### config.mk
export PLATFORM = sky130hd
export DESIGN_NAME = s4ga_sync
export DESIGN_NICKNAME = d
export VERILOG_FILES = /design/src/rtl/s4ga_pkg.sv /design/src/rtl/s4ga_frame_ctl.sv /design/src/rtl/s4ga_sync.sv
export SDC_FILE = /design/constraint.sdc
export NUM_CORES = 1
export LEC_CHECK = 0
export CAP_MARGIN = 20
export CORE_MARGIN = 4
export CORE_UTILIZATION = 57
export CTS_CLUSTER_SIZE = 24
export DETAILED_ROUTE_END_ITERATION = 7
export GPL_TIMING_DRIVEN = 0
export HOLD_SLACK_MARGIN = 0.1
export PLACE_DENSITY = 0.77
export RECOVER_POWER = 100
export SYNTH_ARGS = -nofsm -noshare
export SYNTH_HDL_FRONTEND = slang
export SYNTH_SLANG_ARGS = --single-unit
### constraint.sdc
create_clock -name clk -period 7.68 [get_ports clk]
set_input_delay 1.152 -clock clk [delete_from_list [all_inputs] [get_ports clk]]
set_output_delay 1.152 -clock clk [all_outputs]
set_load 0.05 [all_outputs]
### src/rtl/s4ga_pkg.sv
// Shared sizing helpers and default configuration for the s4ga_sync LUT fabric.
package s4ga_pkg;

    // Default fabric configuration
    localparam int DEF_N    = 89;
    localparam int DEF_K    = 5;
    localparam int DEF_SI_W = 4;
    localparam int DEF_X_W  = 4;
    localparam int DEF_O_W  = 8;

    // Number of SI_W-bit beats needed to carry a w-bit field (ceiling division)
    function automatic int seg_count(input int w, input int si_w);
        return (w + si_w - 1) / si_w;
    endfunction

    // Width of a counter that must hold values 0..states-1 (never narrower than 1 bit)
    function automatic int cnt_width(input int states);
        return (states <= 2) ? 1 : $clog2(states);
    endfunction

    // Frame field sizes derived from the fabric parameters
    function automatic int idx_width(input int n, input int x_w);
        return $clog2(n + x_w);
    endfunction

    function automatic int mask_width(input int k);
        return 2 ** k;
    endfunction

    // Derived sizes of the default configuration
    localparam int DEF_IDX_W     = idx_width(DEF_N, DEF_X_W);
    localparam int DEF_MASK_W    = mask_width(DEF_K);
    localparam int DEF_IDX_SEGS  = seg_count(DEF_IDX_W, DEF_SI_W);
    localparam int DEF_MASK_SEGS = seg_count(DEF_MASK_W, DEF_SI_W);

    // Which part of a frame is being received
    typedef enum logic {
        PH_INDEX = 1'b0,
        PH_MASK  = 1'b1
    } phase_t;

endpackage

### src/rtl/s4ga_frame_ctl.sv
// Frame sequencer: tracks LUT number n, field number k and segment seg of the
// incoming configuration stream and flags field, frame and epoch boundaries.
module s4ga_frame_ctl
    import s4ga_pkg::*;
#(
    parameter int N         = DEF_N,
    parameter int K         = DEF_K,
    parameter int IDX_SEGS  = DEF_IDX_SEGS,
    parameter int MASK_SEGS = DEF_MASK_SEGS,
    parameter int N_W       = cnt_width(N)
) (
    input  logic           clk,
    input  logic           rst,
    input  logic           si_valid,
    input  logic           sync_clr,
    output logic [N_W-1:0] n,
    output logic           beat,
    output logic           idx_done,
    output logic           mask_done,
    output logic           epoch_end
);

    localparam int K_W   = cnt_width(K + 1);
    localparam int SEG_W = cnt_width((IDX_SEGS > MASK_SEGS) ? IDX_SEGS : MASK_SEGS);

    logic [N_W-1:0]   n_q, n_d;
    logic [K_W-1:0]   k_q, k_d;
    logic [SEG_W-1:0] seg_q, seg_d;
    phase_t           phase;
    logic             seg_last;

    assign n = n_q;

    // Counter registers; they move only through the next-state logic below
    always_ff @(posedge clk or posedge rst) begin
        if (rst) begin
            n_q   <= '0;
            k_q   <= '0;
            seg_q <= '0;
        end else begin
            // NOTE: state registers use non-blocking assignments so every flop samples pre-edge values.
            n_q   <= n_d;
            k_q   <= k_d;
            seg_q <= seg_d;
        end
    end

    // Strobes and next counter values; a beat coinciding with sync_clr is dropped
    always_comb begin
        // NOTE: every output gets a default first, so no path leaves one unassigned (no latch).
        n_d   = n_q;
        k_d   = k_q;
        seg_d = seg_q;

        phase     = (k_q == K_W'(K)) ? PH_MASK : PH_INDEX;
        seg_last  = (phase == PH_MASK) ? (seg_q == SEG_W'(MASK_SEGS - 1))
                                       : (seg_q == SEG_W'(IDX_SEGS - 1));
        beat      = si_valid && !sync_clr;
        idx_done  = beat && (phase == PH_INDEX) && seg_last;
        mask_done = beat && (phase == PH_MASK) && seg_last;
        epoch_end = mask_done && (n_q == N_W'(N - 1));

        if (sync_clr) begin
            n_d   = '0;
            k_d   = '0;
            seg_d = '0;
        end else if (beat) begin
            if (!seg_last) begin
                seg_d = seg_q + SEG_W'(1);
            end else begin
                seg_d = '0;
                if (phase == PH_INDEX) begin
                    k_d = k_q + K_W'(1);
                end else begin
                    k_d = '0;
                    n_d = epoch_end ? '0 : n_q + N_W'(1);
                end
            end
        end
    end

endmodule

### src/rtl/s4ga_sync.sv
// Streaming-configuration LUT fabric with two-phase state: each completed frame
// evaluates one LUT into next[], and the whole epoch is committed to cur[] at once.
module s4ga_sync
    import s4ga_pkg::*;
#(
    parameter int N    = DEF_N,
    parameter int K    = DEF_K,
    parameter int SI_W = DEF_SI_W,
    parameter int X_W  = DEF_X_W,
    parameter int O_W  = DEF_O_W
) (
    input  logic            clk,
    input  logic            rst,
    input  logic            si_valid,
    input  logic [SI_W-1:0] si,
    input  logic            sync_clr,
    input  logic [X_W-1:0]  xin,
    output logic [O_W-1:0]  out,
    output logic            epoch_done
);

    localparam int IDX_W     = idx_width(N, X_W);
    localparam int MASK_W    = mask_width(K);
    localparam int IDX_SEGS  = seg_count(IDX_W, SI_W);
    localparam int MASK_SEGS = seg_count(MASK_W, SI_W);
    localparam int MAX_SEGS  = (IDX_SEGS > MASK_SEGS) ? IDX_SEGS : MASK_SEGS;
    localparam int SH_W      = MAX_SEGS * SI_W;
    localparam int N_W       = cnt_width(N);

    logic [N_W-1:0]     n;
    logic               beat, idx_done, mask_done, epoch_end;
    logic [N-1:0]       cur, nxt, nxt_upd;
    logic [X_W-1:0]     xreg;
    logic [SH_W-1:0]    sh, field;
    logic [IDX_W-1:0]   idx;
    logic [MASK_W-1:0]  mask;
    logic [N+X_W-1:0]   pool;
    logic [K-1:0]       ins, ins_next;
    logic [K:0]         ins_ext;
    logic               sel_bit, lut_bit;

    s4ga_frame_ctl #(
        .N         (N),
        .K         (K),
        .IDX_SEGS  (IDX_SEGS),
        .MASK_SEGS (MASK_SEGS),
        .N_W       (N_W)
    ) u_frame_ctl (
        .clk       (clk),
        .rst       (rst),
        .si_valid  (si_valid),
        .sync_clr  (sync_clr),
        .n         (n),
        .beat      (beat),
        .idx_done  (idx_done),
        .mask_done (mask_done),
        .epoch_end (epoch_end)
    );

    // Field assembly (MSB segment first), index decode and LUT evaluation
    always_comb begin
        field    = SH_W'({sh, si});
        idx      = field[IDX_W-1:0];
        mask     = field[MASK_W-1:0];
        pool     = {xreg, cur};
        sel_bit  = 1'b0;
        if (int'(idx) < N + X_W) begin
            sel_bit = pool[idx];
        end
        ins_ext  = {ins, sel_bit};
        ins_next = ins_ext[K-1:0];
        lut_bit  = mask[ins];
        nxt_upd  = nxt;
        nxt_upd[n] = lut_bit;
    end

    // Shift register and LUT input vector, both realigned by sync_clr
    always_ff @(posedge clk or posedge rst) begin
        if (rst) begin
            sh  <= '0;
            ins <= '0;
        end else if (sync_clr) begin
            sh  <= '0;
            ins <= '0;
        end else if (beat) begin
            sh <= (idx_done || mask_done) ? '0 : field;
            if (idx_done) begin
                ins <= ins_next;
            end
        end
    end

    // Two-phase LUT state, external input sample and registered outputs
    always_ff @(posedge clk or posedge rst) begin
        if (rst) begin
            // NOTE: cur/nxt are plain flop vectors, not RAM, so they are cleared by reset like any other state.
            cur        <= '0;
            nxt        <= '0;
            xreg       <= '0;
            out        <= '0;
            epoch_done <= 1'b0;
        end else begin
            epoch_done <= epoch_end;
            if (sync_clr) begin
                nxt <= cur;
            end else if (mask_done) begin
                nxt <= nxt_upd;
                if (epoch_end) begin
                    cur  <= nxt_upd;
                    xreg <= xin;
                    out  <= nxt_upd[O_W-1:0];
                end
            end
        end
    end

endmodule

Gate families picked out:
Drawn at 2 px/µm.
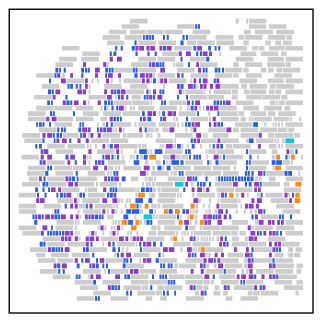
| family | colour | cells |
|---|---|---|
| adder and majority cells | cyan | 3 |
| AND and OR gates | orange | 22 |
| inverting AOI/OAI gates | purple | 290 |
| NAND gates | blue | 386 |

Met4 routing:
Drawn at 2 px/µm.
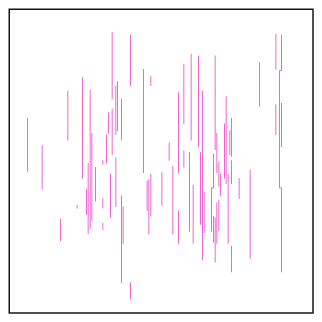
share of all routed wire: 5.0%
nets with wire on the layer: 45

Signal wires by layer:
Drawn at 2 px/µm. Only two layers are drawn.
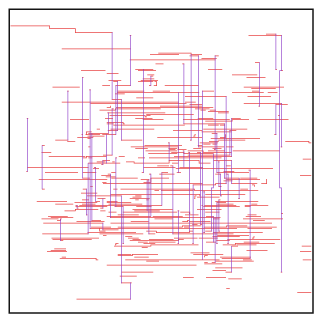
| layer | colour | wire length |
|---|---|---|
| metal 4 | purple | 1800 µm |
| metal 3 | red | 4070 µm |

==> results.txt <==
This memo summarizes the results of the implementation run.

Finish
Cells fill 64.5% of the core in the end. Per the layout area report, the sequential fraction of cell area is 44.0%. The final instance area is around 0.013 mm². By area, registers come first. The layout report gives the multi-input gate share of total cell area as approximately two fifths.

The number of fill cells is 1658. Leaving out fill and tap cells, the most frequent cells in the layout are sky130_fd_sc_hd__nand2_1, sky130_fd_sc_hd__dfrtp_1, sky130_fd_sc_hd__o21ai_0. The number of multi-input combinational cells in the layout is 921.

The layout clock buffer count is 38. The net count reported at finish is 1343. The layout summary lists the proportion of cells stronger than drive strength 1 as 7.74%. The non-filler instance count after layout is between 1500 and 2000.

Non-clock buffering takes up 5.66% of total cell area after layout. The portion of the layout cell area used by clock cells is 6.29%. The layout overhead on the synthesized area is 11.5%.

The area used by sequential logic in the layout is between 0.005 and 0.006 mm². 0 antenna diodes ended up in the layout. The top cell type in the final layout, fill and taps aside, is sky130_fd_sc_hd__nand2_1.

Pwr
The biggest power consumer among the groups is sequential cells. The proportion of total power due to net switching is 23.0%. The internal power of the cells totals a little under 2 mW.

Combinational logic burns 4.7% of the power. The worst IR drop on VDD is 0.197 mV. Combinational cells consume a total of 0.120 mW. The overall power is 2.54 mW. The total power per unit cell area is 195 mW/mm².

The leakage power in the latest report is about 5.6 nW. The net switching power is roughly 0.6 mW. The sequential share of power is 47.9%.

Critical path
The worst register-to-register path depth is 7. The critical path crosses 7 cells after its start point. Along the worst path, the maximum fanout reaches 10.

On the critical path the data arrives at 4.45 ns. The number of buffers and inverters on the critical path is 3. Broken down by cell family, the worst path's largest delay share belongs to buffers and inverters. The worst setup path startpoint is si[3]. The cell sequence reported for the critical path is dlygate4sd3_1, clkbuf_1, clkbuf_1, mux2i_1, nor2_1, nor4bb_1, a222oi_1. The launch point of the worst register-to-register path is recorded as ins[3]$_DFFE_PP0P_. Setup slack on the worst reg-to-reg path comes out at 4.30 ns.

The worst setup path is captured at a flip-flop. The peak per-stage delay on the critical path is 0.85 ns. The cell type with the highest occurrence count on the critical path is sky130_fd_sc_hd__clkbuf_1. The critical path is of the input port to flip-flop type.

According to the timing report, the data required time at the worst endpoint equals slightly above 8 ns. The reg-to-reg endpoint is nxt[43]$_DFFE_PP0P_.

Die
The floorplan core density is 57.8%. The core region is between 0.02 and 0.025 mm². The y dimension of the die is 151 µm. The flow inserted ~270 tap cells. The die area is 0.0228 mm². From left edge to right edge, the die measures approximately 150 µm. For this design the top-level I/O count stands at 21.

Yosys
The number of different library cells used by synthesis comes to 51. Counting every net in the synthesized netlist gives 1297. Of the post-synthesis cell area, the part taken by muxes is under 10%. After synthesis, the design contains ~1300 cells according to Yosys. The synthesized netlist has a Yosys-reported chip area of 0.0117 mm².

Post-synth the commonest register cell is sky130_fd_sc_hd__dfrtp_1. In this run, synthesis inferred 0 flip-flops with an integrated enable. The post-synthesis share of cell area spent on xor and xnor gates is 0.525%.

The instance tally after logic synthesis is 1282. The largest family of logic cells by area is simple AND/OR/NAND/NOR gates. The area fraction in and, or, nand and nor cells after synthesis is 20.4%. The adder-cell area share of the yosys netlist is 0.322%. For reference, the post-synthesis area per instance comes to 9.10 µm². In this run the cell area of the synthesized design comes to 0.0117 mm². The portion of the post-synthesis area used by sequential elements is a little under 50%.

The fraction of synthesized cell area taken by the top area cell type is 49.1%. The aoi/oai-family share of the synthesized area is 17.1%. The most used standard cell by instance count after synthesis is sky130_fd_sc_hd__nand2_1. The synthesis run shows the most used standard cells to be sky130_fd_sc_hd__nand2_1, sky130_fd_sc_hd__dfrtp_1, sky130_fd_sc_hd__o21ai_0.

Run
The reported max-cap violation count is 1. The count of tool warnings is 27.

Placement
Timing analysis after detailed placement gives a worst setup slack of 3.70 ns. The final weighted congestion recorded by global placement is around 0.94. The post-detailed-placement half-perimeter wirelength is 23000 µm. The number of placed instances with taps included is 1569.

The placement-stage cell area is between 0.01 and 0.015 mm². Per the placement log, port buffering inserted 15 buffers.

Clocking
TritonCTS built the clock tree. CTS placed an instance of sky130_fd_sc_hd__clkbuf_16 at the clock tree root. The hold buffer count at CTS is 0. The clock latency reported for the late side of the worst-skew pair is 0.54 ns.

The CTS clock-pin slew for the worst setup and hold paths is roughly 0.06 ns. Per the CTS log, the buffer count on the longest clock path is 3. The number of clock buffers added by TritonCTS is 25.

The number of H-tree branching levels is 1. The number of gates resized after CTS was 0. The clock net in this run drives a total of 229 sinks. After clock tree synthesis, the setup repair step added 0 buffers.

Timing
The final layout reports a setup TNS of 0 ns. Setup repair after global routing left no endpoint under its margin. The count of endpoints failing setup in the final report is 0. The highest clock rate this design can be run at is around 0.25 GHz. The setup slack of the critical path after layout is between 3 and 4 ns. The final max-slew violation count is between 60 and 70.

The slew of the pin with the lowest slew margin is 3.03 ns. For the finished layout, the period the worst path requires is 4.07 ns. The number of failing hold endpoints at the final stage is 0. Across the routed clock network, the largest skew measured is between 0.01 and 0.015 ns.

The final critical-path share of the clock period is 53.0%.

Drt
In the routed layout, each cell is associated on average with a via count of 6.56. The routed design shows a wire length per standard cell of around 22 µm. The detailed route wirelength on metal3 is slightly above 4000 µm.

The routed length on met1 is about 14000 µm. The detailed router reported a total wirelength of 35800 µm. The number of vias after detailed routing is approximately 11000. The first-pass iteration count of the detailed router is 7. In the routed design, unresolved DRC markers number 0.

The violation tally recorded at the end of detailed-routing iteration 0 is 1391. The uppermost layer routed is met4. The sum of met2 wire segment lengths after detailed routing is 16400 µm.

Worst hold path
The worst hold path cell count is 2. The min-delay analysis places its worst path in the category flip-flop to flip-flop. Hold analysis lists the worst path endpoint as xreg[1]$_DFFE_PP0P_.

GRT
The number of antenna violations at the first check in global routing is 0. The number of global-route vias before repair is 10100. The first global-routing pass estimated 56300 µm of wire. For met2 alone, demand over resource in global routing was roughly half. Entering global routing, the biggest net connects between 90 and 100 pins.

For this run the aggregate overflow at the end of global routing stands at 0. The global-route met1 utilization is 43.8%. The busiest layer in global routing is met2.

The met3 usage is 7.09%. Overall routing resource usage recorded by global route was roughly a third.

Run status
The final reports fail on max-capacitance violations, max-slew violations. The flow ran to the end, but the final reports show violations.
Pin placement:
Drawn at 2 px/µm. Pins as bars across the die edge, other pins in grey.
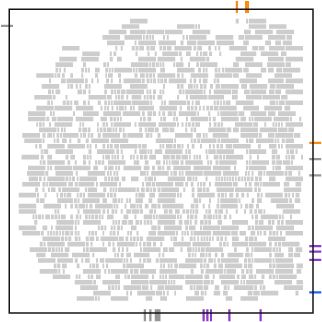
| port | colour | pins | direction | edge |
|---|---|---|---|---|
| si | orange | 4 | input | 3 top, 1 right |
| rst | blue | 1 | input | right |
| out | purple | 8 | output | 5 bottom, 3 right |
all pins by edge: 10 bottom, 7 right, 3 top, 1 left

The clock network:
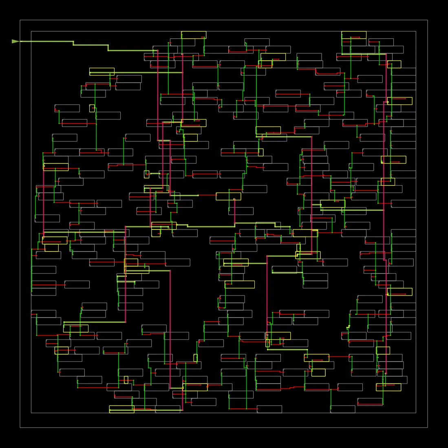
Flop Count: 229
clock distribution power: 1.20 mW

==> flip-flops by register name, indices dropped and copies added, names as in the netlist <==
register and count:
ins 5, nxt 89, u_frame_ctl.k_q 3, u_frame_ctl.seg_q 3, epoch_done 1, sh 28, out 7, cur 82
xreg 4, u_frame_ctl.n 7
==> logic make-up after synthesis <==
logic type | Yosys count
and+or+nand+nor | 539
AOI/OAI and AO/OA | 323
DFF | 229
buffers and inverters | 132
muxes | 49
xor gates and xnor gates | 7
adders and majority gates | 3
No activity file was given, so power comes from the tool's default toggle rates.
